===== src/rtl/clk_div_gen_if.sv =====
// Bus between a controller and the programmable clock/strobe generator.
// Holds the run/load controls, the load payload and the generated outputs.
interface clk_div_gen_if #(
  parameter int unsigned WIDTH = 16
);
  logic             EN;
  logic             PL;
  logic [WIDTH-1:0] Din;
  logic [WIDTH-1:0] Din_hi;
  logic [1:0]       MODE;
  logic             IMM;
  logic             clk_out;
  logic             tick;
  logic             load_pend;

  modport master (
    output EN, PL, Din, Din_hi, MODE, IMM,
    input  clk_out, tick, load_pend
  );

  modport slave (
    input  EN, PL, Din, Din_hi, MODE, IMM,
    output clk_out, tick, load_pend
  );
endinterface


===== src/rtl/clk_div_gen.sv =====
// Programmable strobe generator: toggle, single-cycle pulse or PWM output.
// New settings go through a shadow register and apply on a period boundary or at once.
module clk_div_gen #(
  parameter int unsigned     WIDTH    = 16,
  parameter logic [WIDTH-1:0] RST_DIV  = '0,
  parameter logic [WIDTH-1:0] RST_HI   = '0,
  parameter logic [1:0]       RST_MODE = 2'b00
) (
  input logic          clk,
  input logic          rst,
  clk_div_gen_if.slave bus
);

  localparam logic [1:0] M_TOGGLE = 2'b00;
  localparam logic [1:0] M_PULSE  = 2'b01;
  localparam logic [1:0] M_PWM    = 2'b10;

  typedef struct packed {
    logic [WIDTH-1:0] per;
    logic [WIDTH-1:0] hi;
    logic [1:0]       mode;
  } cfg_t;

  typedef enum logic {
    S_IDLE = 1'b0,
    S_RUN  = 1'b1
  } state_t;

  localparam cfg_t CFG_RST = '{per: RST_DIV, hi: RST_HI, mode: RST_MODE};

  state_t           state_q, state_d;
  cfg_t             act_q, act_d;
  cfg_t             sh_q, sh_d;
  cfg_t             eff;
  logic             sh_imm_q, sh_imm_d;
  logic             pend_q, pend_d;
  logic [WIDTH-1:0] cnt_q, cnt_d;
  logic [WIDTH-1:0] cnt_inc;
  logic             clk_out_q, clk_out_d;
  logic             tick_q, tick_d;
  logic             at_wrap;
  logic             xfer;
  logic             restart;

  // Output level on the first cycle after a start or an immediate restart.
  function automatic logic start_val(input cfg_t c);
    logic v;
    v = 1'b0;
    case (c.mode)
      M_TOGGLE: v = 1'b1;
      M_PWM:    v = (c.hi != '0);
      default:  v = 1'b0;
    endcase
    return v;
  endfunction

  // State register.
  always_ff @(posedge clk or posedge rst) begin
    if (rst) state_q <= S_IDLE;
    else     state_q <= state_d;
  end

  // Next state: running follows the enable.
  always_comb begin
    state_d = state_q;
    if (bus.EN) state_d = S_RUN;
    else        state_d = S_IDLE;
  end

  // Output/datapath next values; transfer decisions use pre-edge contents only.
  always_comb begin
    at_wrap   = (state_q == S_RUN) && (cnt_q == act_q.per);
    xfer      = pend_q && ((state_q == S_IDLE) || sh_imm_q || at_wrap);
    restart   = xfer && sh_imm_q;
    eff       = xfer ? sh_q : act_q;
    cnt_inc   = cnt_q + WIDTH'(1);

    act_d     = eff;
    sh_d      = sh_q;
    sh_imm_d  = sh_imm_q;
    pend_d    = pend_q && !xfer;
    cnt_d     = '0;
    clk_out_d = 1'b0;
    tick_d    = 1'b0;

    if (bus.PL) begin
      sh_d.per  = bus.Din;
      sh_d.hi   = bus.Din_hi;
      sh_d.mode = bus.MODE;
      sh_imm_d  = bus.IMM;
      pend_d    = 1'b1;
    end

    if (bus.EN) begin
      if (state_q == S_IDLE || restart) begin
        clk_out_d = start_val(eff);
      end else if (at_wrap) begin
        tick_d = 1'b1;
        case (eff.mode)
          M_TOGGLE: clk_out_d = (xfer && act_q.mode != M_TOGGLE) ? 1'b1 : ~clk_out_q;
          M_PULSE:  clk_out_d = 1'b1;
          M_PWM:    clk_out_d = (eff.hi != '0);
          default:  clk_out_d = 1'b0;
        endcase
      end else begin
        cnt_d = cnt_inc;
        case (eff.mode)
          M_TOGGLE: clk_out_d = clk_out_q;
          M_PWM:    clk_out_d = (cnt_inc < eff.hi);
          default:  clk_out_d = 1'b0;
        endcase
      end
    end
  end

  // Configuration, counter and output registers.
  always_ff @(posedge clk or posedge rst) begin
    if (rst) begin
      act_q     <= CFG_RST;
      sh_q      <= CFG_RST;
      sh_imm_q  <= 1'b0;
      pend_q    <= 1'b0;
      cnt_q     <= '0;
      clk_out_q <= 1'b0;
      tick_q    <= 1'b0;
    end else begin
      act_q     <= act_d;
      sh_q      <= sh_d;
      sh_imm_q  <= sh_imm_d;
      pend_q    <= pend_d;
      cnt_q     <= cnt_d;
      clk_out_q <= clk_out_d;
      tick_q    <= tick_d;
    end
  end

  assign bus.clk_out   = clk_out_q;
  assign bus.tick      = tick_q;
  assign bus.load_pend = pend_q;

endmodule


===== src/flat_wrapper.sv =====
// flat-port wrapper written by rule: the top's interface ports become plain ports
module clk_div_gen_flat 
#(
  parameter int unsigned     WIDTH    = 16,
  parameter logic [WIDTH-1:0] RST_DIV  = '0,
  parameter logic [WIDTH-1:0] RST_HI   = '0,
  parameter logic [1:0]       RST_MODE = 2'b00
)
  (clk, rst, bus_EN, bus_PL, bus_Din, bus_Din_hi, bus_MODE, bus_IMM, bus_clk_out, bus_tick, bus_load_pend);
  clk_div_gen_if #(.WIDTH(WIDTH)) bus_i ();
  input logic clk;
  input logic rst;
  input wire logic [$bits(bus_i.EN)-1:0] bus_EN;
  input wire logic [$bits(bus_i.PL)-1:0] bus_PL;
  input wire logic [$bits(bus_i.Din)-1:0] bus_Din;
  input wire logic [$bits(bus_i.Din_hi)-1:0] bus_Din_hi;
  input wire logic [$bits(bus_i.MODE)-1:0] bus_MODE;
  input wire logic [$bits(bus_i.IMM)-1:0] bus_IMM;
  output wire logic [$bits(bus_i.clk_out)-1:0] bus_clk_out;
  output wire logic [$bits(bus_i.tick)-1:0] bus_tick;
  output wire logic [$bits(bus_i.load_pend)-1:0] bus_load_pend;
  assign bus_i.EN = bus_EN;
  assign bus_i.PL = bus_PL;
  assign bus_i.Din = bus_Din;
  assign bus_i.Din_hi = bus_Din_hi;
  assign bus_i.MODE = bus_MODE;
  assign bus_i.IMM = bus_IMM;
  assign bus_clk_out = bus_i.clk_out;
  assign bus_tick = bus_i.tick;
  assign bus_load_pend = bus_i.load_pend;
  clk_div_gen #(.WIDTH(WIDTH), .RST_DIV(RST_DIV), .RST_HI(RST_HI), .RST_MODE(RST_MODE)) u_core (.clk(clk), .rst(rst), .bus(bus_i));
endmodule

===== config.mk =====
export PLATFORM = sky130hd
export DESIGN_NAME = clk_div_gen_flat
export DESIGN_NICKNAME = d
export VERILOG_FILES = /design/src/rtl/clk_div_gen_if.sv /design/src/rtl/clk_div_gen.sv /design/src/flat_wrapper.sv
export SDC_FILE = /design/constraint.sdc
export NUM_CORES = 1
export LEC_CHECK = 0
export ABC_AREA = 0
export ABC_CLOCK_PERIOD_IN_PS = 3300
export CAP_MARGIN = 20
export CORE_UTILIZATION = 40
export DETAILED_ROUTE_END_ITERATION = 7
export PLACE_DENSITY = 0.71
export SLEW_MARGIN = 20
export SYNTH_ARGS = -nofsm -noshare
export SYNTH_HDL_FRONTEND = slang
export SYNTH_SLANG_ARGS = --single-unit

===== constraint.sdc =====
create_clock -name clk -period 3.3 [get_ports clk]
set_input_delay 0.66 -clock clk [delete_from_list [all_inputs] [get_ports clk]]
set_output_delay 0.66 -clock clk [all_outputs]
set_load 0.01 [all_outputs]

==> results.sh <==
# source this file to load flow results
export IMPL_grt_first_pass_wirelength_um=15000
export IMPL_final_area_um2=5420
export IMPL_crit_type="flop to flop"
export IMPL_finalCritPeriodShare=0.973
export IMPL_yosys_area_um2=4390
export IMPL_logic_area_um2=2170
export IMPL_hold_worst_slack_ps=505
export IMPL_regArea_um2=2230
export IMPL_rsz0062_at_grt="yes"
export IMPL_tns_ps=0
export IMPL_grt_overflow=0
export IMPL_status="finished clean"
export IMPL_slew_headroom=0.459
export IMPL_chip_area_um2=11400
export IMPL_pg_comb_uw=521
export IMPL_buf_share=0.105
export IMPL_sh_comb_area=0.400
export IMPL_synth_distinct_cells=45
export IMPL_min_period_ps=3210
export IMPL_clock_latency_ps=360
export IMPL_synth_area_um2=4390
export IMPL_whs_endpoint="u_core.act_q[33]"
export IMPL_edf_count=0
export IMPL_place_inst=538
export IMPL_wl_met2_um=4380
export IMPL_viasPerCell=5.19
export IMPL_grt_pass1_vias=3074
export IMPL_met3_usage=0.0328
export IMPL_cts_max_path_buffers=2
export IMPL_p_seq_uw=1340
export IMPL_die_x_um=107
export IMPL_wl_um=9210
export IMPL_grt_max_degree=90
export IMPL_logic_family="multiplexers"
export IMPL_swShare=0.290
export IMPL_aoi_share=0.0544
export IMPL_comb_power_share=0.198
export IMPL_top_area_frac=0.507
export IMPL_routed_top_layer="met4"
export IMPL_ys_sh_xor=0.0539
export IMPL_drc=0
export IMPL_drt_iter0_markers=133
export IMPL_r2r_slack_ps=90
export IMPL_drt_met1_wl_um=4320
export IMPL_top_area_cell="dfrtp_1"
export IMPL_sh_seq_area=0.412
export IMPL_crit_cells=14
export IMPL_worstReg2RegStart="u_core.cnt_q[10]"
export IMPL_fin_util=0.518
export IMPL_wl_met3_um=347
export IMPL_grt_met1_usage=0.225
export IMPL_post_cts_setup_buffer_count=0
export IMPL_top_regs="u_core.act_q x34, u_core.sh_q x34, u_core.cnt_q x16"
export IMPL_core_um2=10500
export IMPL_fp_nets=421
export IMPL_portBuffers=41
export IMPL_p_total_uw=2630
export IMPL_worstSetupEndpointType="flop"
export IMPL_fill_cells=933
export IMPL_htree_levels=3
export IMPL_topCellsByArea="dfrtp_1, mux2_2, ha_1"
export IMPL_cp_max_fo=7
export IMPL_ant_nets=0
export IMPL_pwr_share_seq=0.509
export IMPL_ys_ff=89
export IMPL_p_switching_uw=763
export IMPL_place_area_um2=4980
export IMPL_grt_total_usage=0.171
export IMPL_cp_top_family="AND-OR/OR-AND gates"
export IMPL_rr_worst_depth=14
export IMPL_io_pins=42
export IMPL_warning_count=27
export IMPL_final_setup_worst_slack_ps=88.3
export IMPL_synth_warnings=0
export IMPL_diodes=0
export IMPL_lay_top_count="dfrtp_1"
export IMPL_flops=89
export IMPL_power_leakage_uw=0.00245
export IMPL_cts_tree="done"
export IMPL_top_cell="dfrtp_1"
export IMPL_clock_fmax_mhz=311
export IMPL_dp_final_hpwl_um=6530
export IMPL_grt_busiest_layer="met2"
export IMPL_buffers=57
export IMPL_rr_endpoint="u_core.bus.clk_out"
export IMPL_min_path_type="flop to flop"
export IMPL_ys_sh_simple=0.129
export IMPL_antenna_found_initial=0
export IMPL_ys_sh_adder=0.0456
export IMPL_drive_gt1_frac=0.271
export IMPL_hold_viol=0
export IMPL_post_cts_resized=3
export IMPL_crit_path_end="u_core.bus.clk_out"
export IMPL_clkbuf_count=9
export IMPL_dr_pass1_iters=4
export IMPL_crit_chain="nand2b_4, and4bb_1, and4_4, a21oi_4, buf_12, mux2i_4, ha_4, and3_4, a221o_1, a21oi_2, or2_4, o2111a_1, o211ai_1, a2bb2oi_1"
export IMPL_root_buffer="clkbuf_8"
export IMPL_num_multi_input_gates=246
export IMPL_cpPeakStageDelay_ps=450
export IMPL_syn_avg_cell_area_um2=12.0
export IMPL_hold_buffers=0
export IMPL_top_cells_by_count="dfrtp_1, mux2_2, xor2_1"
export IMPL_nWellTaps=136
export IMPL_fp_util=0.420
export IMPL_area_delta_synth_final_pct=23.5
export IMPL_numCtsBuffers=9
export IMPL_clkSlewWorstSetupHoldPaths_ps=90
export IMPL_cp_arrival_ps=3500
export IMPL_use_met2=0.279
export IMPL_startpoint_type="flop"
### Supply network

The bar under the picture is 20 µm long. Pins as bars on the die edge.
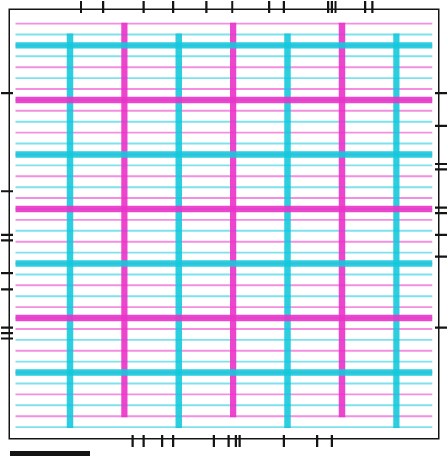
colour	net
magenta	VDD
cyan	VSS
met5 straps	7
met1 rails	38
met4 straps	7

### Cell classes on the final placement

The bar under the picture is 20 µm long.
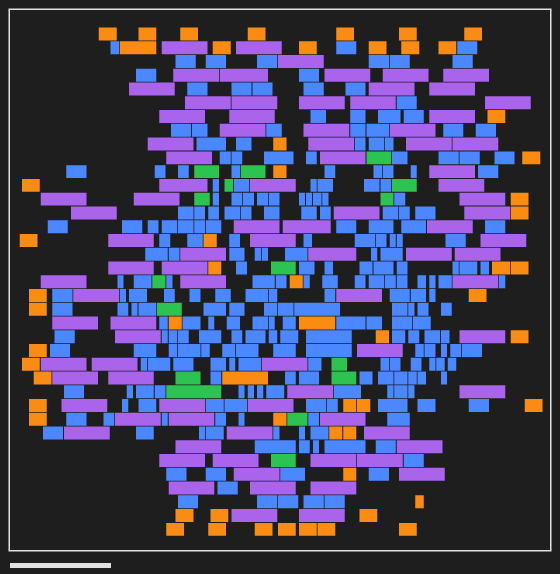
colour	class	cells	share of their area
orange	remaining buffers and delay cells	57	11%
green	clock drivers and dummy loads	16	3.9%
blue	remaining logic cells	266	43%
purple	registers	89	43%

### Clock network drawn from the DEF

The bar under the picture is 20 µm long.
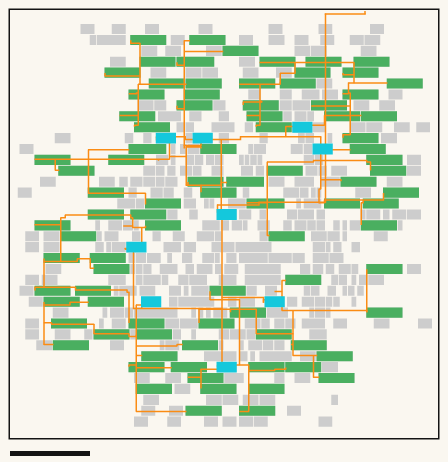
[orange] clock wires | length: 1,090 µm
[cyan] clock-net drivers | count: 9
[green] flip-flops | count: 89
flops lie	spread over the die
routed clock nets	10
clock-net power: 770 µW
Clock Skew: 8.32 ps
clock share of power: 0.292

Power and IR drop assume default switching activity.
